Design uart_tx_fifo, sky130hd; sources not shown.
**Run 1: clock routing**

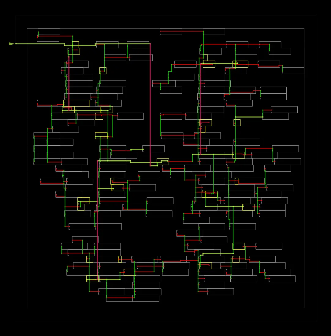
Flops: 155
Clock group: 1.33 mW
clock latency at the later pin of the worst-skew pair: 0.45 ns
Num CTS Buffers: 17
# clk buffers: 17

**Run 1: the metal 3 layer**

Drawn at 4 px/micron.
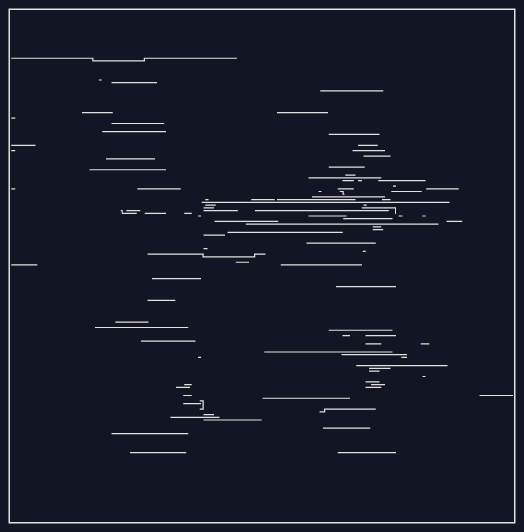
68 nets have wire on it. The layer carries 1000 microns of wire. The layer holds 6.7% of the routed length.
vias after detailed routing: 4219
Post-Route WL: 15.02 mm
met3 GRT Util: 4.583%

**Run 1: signal wires by layer**

Drawn at 2 px/micron.
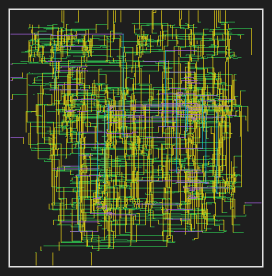
Purple is met3, wire length 1000 microns. Yellow is met2, wire length 7120 microns. Green is met1, wire length 6470 microns. Cyan is met4, wire length 424 microns.
WL/cell: 19.68 microns
Total GRT Usage: 19.42%

**Run 1: logic cells by family**

Drawn at 2 px/micron.
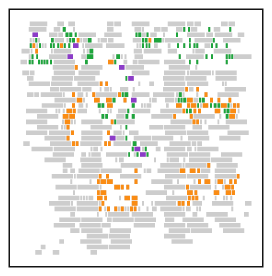
Purple is XOR/XNOR gates, cells 9. Orange is inverting AOI/OAI gates, cells 104. Green is NAND gates, cells 100.
logic share of the area: 22.52%
Top cell excl fill/tap: edfxtp_1
Post-Layout Cell Count: 763

==> out/metrics.yaml, run 1 <==
outcome: "finished, final reports clean"
ctsResizeCount: 0
vdd_drop_max_mv: 0.4784
drv_cap: 0
largest_reg_flops: 128
first_global_vias: 4089
cp.depth: 1
crit_family: "buffers and inverters"
avgSynthCellArea_sq_um: 12.32
arrival_ns: 1.72
synthCells: 521
initCoreUtil_pct: 47.33
power_density_nw_per_um2: 910.1
cts_tree: "done"
clockRootBuffer: "clkbuf_8"
warnings: 32
antenna_found_initial: 0
io_pins: 30
syn2layout_area_growth_pct: 14.29
ys_types: 28
worstPathCellList: "clkdlybuf4s50_1"
die_w_microns: 126
dr.pass1.iters: 5
power-top-group: "registers"
yosys_warnings: 6
antenna_left: 0
ff2ff_setup_slack_ns: 0.82
met3_length_mm: 1.001
seqPwrFrac_pct: 41.7
fmax_mhz: 427.6
powerSeq_mw: 2.79
std_cell_rows: 43
use_met1_pct: 26.53
nets: 593
hold_depth: 1
place_ws_ns: 0.4292
cts_hold_buffers: 0
power_frac_comb_pct: 38.4
slowest_stage: "clkdlybuf4s50_1"
ys_chip_area_sq_um: 6417
setup-tns-final_ns: 0
viasPerCell: 5.529
period_needed_ns: 2.338
yosysSeqAreaShare_pct: 70.44
fp.coreArea_sq_um: 13560
hold_viol_final: 0
drv_slew: 0
worstSetupPathType: "reg -> out"
grt_max_degree: 67
finalWorstSetupSlack_ns: 0.7616
reg2reg_depth: 7
diodes: 0
top_layer: "met4"
post_cts_buffers: 0
setup_violations: 0
fp.dieArea_sq_um: 16130
rsz0062_at_grt: "no"
routabilityCongestion: 0.9122
fp.dieH_microns: 128
p_comb_mw: 2.56
place_area_sq_um: 6988
fp_nets: 544
clk_pin_slew_ns: 0.07
syn_area_sq_um: 6417
relSlewSlack_pct: 45.61
hold_class: "reg -> reg"
critPathLaunchType: "flip-flop"
intPower_mw: 4.043
yosys-stat-cells: 521
worst_hold_slack_ns: 0.4759
clk_path_buf_depth: 2
hpwl_mm: 9.941
end_kind: "primary output"
design_area_sq_um: 7335
max_stage_delay_ns: 0.69
fin_worst_skew_ns: 0.01021
drc_errors: 0
place_inst: 731
grt.overflow.total: 0
total_power_mw: 6.675
swShare_pct: 39.43
gr-usage-met2_pct: 29.83
ys.flops: 155
drive_gt1_share_pct: 11.32
wl_met1_mm: 6.469
grt_first_pass_wirelength_mm: 22.92
worst_slew_pin_slew_ns: 0.8132
critPathRequiredTime_ns: 2.48
period_used_pct: 75.43
p_leak_nw: 2.650
critical_path_buf_inv_count: 1
wl_met2_mm: 7.121
path_max_fanout: 5
cts.htree.levels: 4
io_buffers: 29
utilization_pct: 54.10
cts.sinks: 155
drt_iter0_drc: 538
clock_power_share_pct: 19.9
final_cell_mix: "edfxtp_1, nor2_1, nand2_1"
grt-busiest-layer: "met2"
switchingPower_mw: 2.632
[run 1: kinds of logic (layout without fill, tap and decap cells)]
logic type | count (synthesis) | in the layout | synth area share [%]
XOR/XNOR | 9 | 9 | 1.228
flip-flops | 155 | 155 | 70.44
buffers and inverters | 48 | 110 | 3.821
AND/OR/NAND/NOR | 194 | 194 | 12.38
AND-OR/OR-AND | 105 | 105 | 10.18
adder cells (fa/ha/maj) | 10 | 10 | 1.950
[run 1: cell usage after synthesis]
cell type | instances | area, sq um
nand3_1 | 24 | 120.1
nand2_4 | 1 | 11.26
edfxtp_1 | 128 | 3844
ha_1 | 10 | 125.1
buf_6 | 6 | 67.56
xor2_1 | 9 | 78.83
buf_4 | 1 | 7.510
buf_2 | 9 | 45.04
inv_2 | 3 | 11.26
a31o_2 | 1 | 8.760
o21ai_0 | 59 | 295.3
nand4_1 | 4 | 25.02
inv_1 | 17 | 63.81
or2_1 | 1 | 6.260
clkinv_1 | 2 | 7.510
clkbuf_1 | 9 | 33.78
o21ai_1 | 12 | 60.06
a21oi_2 | 1 | 8.760
nor2_2 | 2 | 12.51
o221ai_1 | 32 | 280.3
dfstp_2 | 1 | 26.28
dfrtp_1 | 26 | 650.6
nor2b_1 | 1 | 6.260
nor2_1 | 90 | 337.8
inv_6 | 1 | 8.760
nand2_2 | 1 | 6.260
nand2_1 | 69 | 259.0
nand3_2 | 1 | 10.01
[run 1: layout make-up]
type / count / area (sq um)
Inverter: 23 / 91.34
Clock inverter: 15 / 112.6
Timing Repair Buffer: 55 / 498.0
Clock buffer: 17 / 234.0
Fill cell: 1183 / 6223
Tap cell: 180 / 225.2
Multi-Input combinational cell: 318 / 1652
Sequential cell: 155 / 4522
**Run 1: routed clock nets over the placement**

Drawn at 4 px/micron.
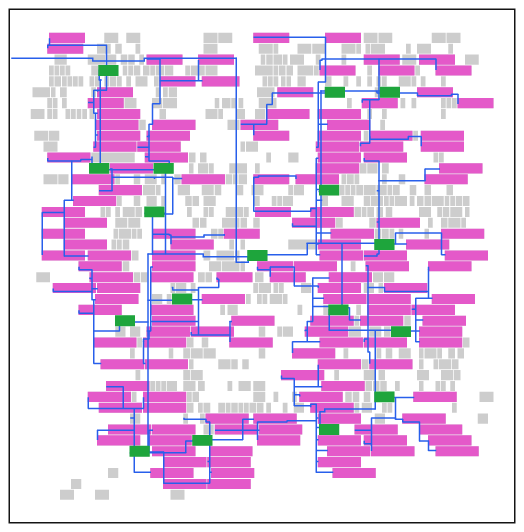

==> run 2: changes to the inputs <==
==> constraint.sdc (replaced) <==
create_clock -name i_Clk -period 2 [get_ports i_Clk]
set_input_delay 0.4 -clock i_Clk [delete_from_list [all_inputs] [get_ports i_Clk]]
set_output_delay 0.4 -clock i_Clk [all_outputs]
set_load 0.03 [all_outputs]
**Run 2: routed clock nets over the placement**

Drawn at 4 px/micron.
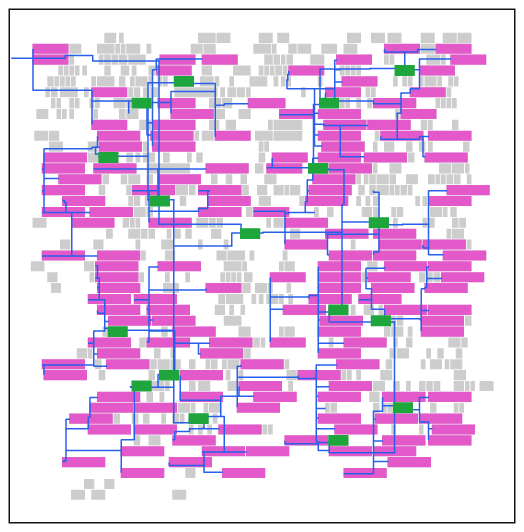
Blue is clock wires, length 1660 microns. Green is cells driving clock nets, count 17. Magenta is flip-flops, count 155.
There are 18 routed clock nets. Position of the flops: widely spread.
Clock group: 2.13 mW
skew final: 0.01046 ns
clock power share: 20.2%

**Run 2: the metal 3 layer**

Drawn at 4 px/micron.
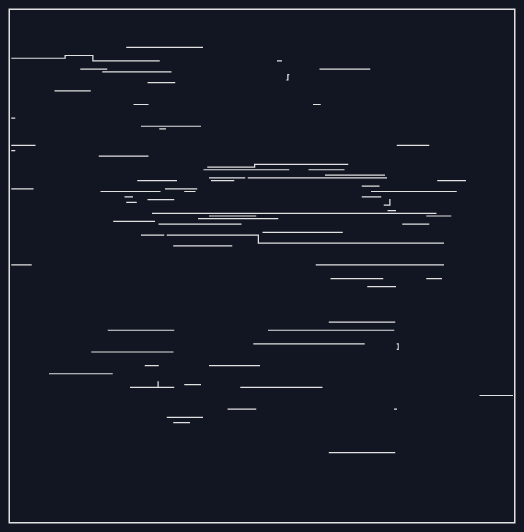
46 nets have wire on it. The longest straight run is 70.8 microns.
Post-Route WL: 15.34 mm
met3 GRT Util: 4.625%
vias after detailed routing: 4246

==> run 2 against run 1 <==
Compared with the run above:
- hold slack got worse by 0.22 ns
- via count up 0.64%
- clock power rose by about 60%
- sequential power grew 56%
- power up 58%
- synthesized cell count unchanged
- cell area is 1.7% higher
- routed wire length grew 2.1%
- largest cell class unchanged
- final cell count increased by 1.8%
==> out/metrics.yaml, run 2 <==
p_leak_nw: 2.795  # +5.5%
hold_viol_final: 0  # unchanged
crit_family: "buffers and inverters"
cts.sinks: 155  # unchanged
post_cts_buffers: 0  # unchanged
rsz0062_at_grt: "no"
fp.dieArea_sq_um: 16130  # unchanged
period_needed_ns: 1.899
drv_slew: 0  # unchanged
fmax_mhz: 526.7
first_global_vias: 4178  # +2.2%
hold_class: "in -> async"
yosys-stat-cells: 521  # unchanged
vdd_drop_max_mv: 0.7025  # +47%
yosysSeqAreaShare_pct: 70.44  # unchanged
synth.most_common_cell: "edfxtp_1"
drt_iter0_drc: 552  # +2.6%
cts_tree: "done"
arrival_ns: 1.50  # -0.22 ns
common_cells: "edfxtp_1, nor2_1, nand2_1"
warnings: 32  # unchanged
yosys_warnings: 6  # unchanged
ff2ff_setup_slack_ns: 0.16  # -0.66 ns
worst_slew_pin_slew_ns: 0.5545  # -0.2587 ns
topCellsByArea: "edfxtp_1, dfrtp_1, nor2_1"
synth.largest_area_cell: "edfxtp_1"
ys.flop_type: "edfxtp_1"
design_area_sq_um: 7462  # +1.7%
edf_count: 128  # unchanged
finalWorstSetupSlack_ns: 0.1012  # -0.6604 ns
largest_reg_flops: 128  # unchanged
worstPathCellList: "clkdlybuf4s50_1"
power_density_nw_per_um2: 1411  # +55%
dr.pass1.iters: 5  # unchanged
place_ws_ns: -0.04682  # -0.4760 ns
final_cells: 777  # +1.8%
wl_per_cell_microns: 19.74  # +0.30%
worstSetupPathType: "reg -> out"
max_stage_delay_ns: 0.68  # about the same
hpwl_mm: 10.39  # +4.5%
synth.top_cell.area_share_pct: 59.89  # unchanged
synthCells: 521  # unchanged
fp_nets: 544  # unchanged
synth_async_sr_flop_share_pct: 17.42  # unchanged
die_w_microns: 126  # unchanged
critical_path_buf_inv_count: 1  # unchanged
critPathLaunchType: "flip-flop"
utilization_pct: 55.04  # +0.94 points
grt_max_degree: 66  # -1.5%
final_common_cell: "edfxtp_1"
io_buffers: 29  # unchanged
final_cell_mix: "edfxtp_1, nor2_1, nand2_1"
fp.dieH_microns: 128  # unchanged
place_inst: 745  # +1.9%
viasPerCell: 5.465  # -1.2%
clockRootBuffer: "clkbuf_8"
clk_pin_slew_ns: 0.08  # about the same
clk_path_buf_depth: 2  # unchanged
drive_gt1_share_pct: 12.90  # +1.6 points
io_pins: 30  # unchanged
grt.overflow.total: 0  # unchanged
relSlewSlack_pct: 62.81  # +17 points
syn_area_sq_um: 6417  # unchanged
drc_errors: 0  # unchanged
setup_violations: 0  # unchanged
period_used_pct: 94.94
routabilityCongestion: 0.8284  # -9.2%
std_cell_rows: 43  # unchanged
initCoreUtil_pct: 47.33  # unchanged
outcome: "finished, final reports clean"
antenna_left: 0  # unchanged
place_area_sq_um: 7106  # +1.7%
reg2reg_depth: 8  # +1
syn2layout_area_growth_pct: 16.28
## run 2: metrics by stage
step / TNS, ns / total power, mW / hold WS, ns
6_report: 0 / 10.53 / 0.2588
5_1_grt: 0 / 11.22 / 0.2826
4_1_cts: 0 / 10.60 / 0.2497
3_5_place_dp: -0.3733 / 8.492 / 0.4695
3_3_place_gp: -0.8849 / 8.447 / 0.4487
2_1_floorplan: 0 / 7.057 / 0.2524
## run 2: power by group
part	internal (mW)	total, mW	leakage, nW	switching, mW
registers	4.03	4.35	1.48	0.320
clock network	1.06	2.13	0.195	1.06
logic	1.35	4.06	1.11	2.70
total	6.44	10.5	2.79	4.09
## run 2: cell type report
cell class / count / area [sq um]
Clock buffer: 17 / 234.0
Clock inverter: 15 / 117.6
Fill cell: 1184 / 6096
Inverter: 23 / 91.34
Multi-Input combinational cell: 318 / 1654
Sequential cell: 155 / 4522
Tap cell: 180 / 225.2
Timing Repair Buffer: 69 / 618.1
## run 2: cells by family (layout without fill, tap and decap cells)
group	Yosys count	count (layout)	share of synthesized area (%)
compound gates	105	105	10.18
xor+xnor	9	9	1.228
fa+ha+maj	10	10	1.950
buf+inv	48	124	3.821
flops	155	155	70.44
simple gates	194	194	12.38
## run 2: layer usage
layer  track usage [%]  share of wire (%)  wire, microns
met5                 0                  0              0
met4             6.625                1.5            223
met3             4.625                6.0            922
met2             31.02                 48           7403
met1             28.15                 44           6789
## run 2: timing repair
item	CTS	global route
hold buffers	0	0
gates resized	4	4
endpoints found under the setup margin	4	11
Power and IR drop assume default switching activity.
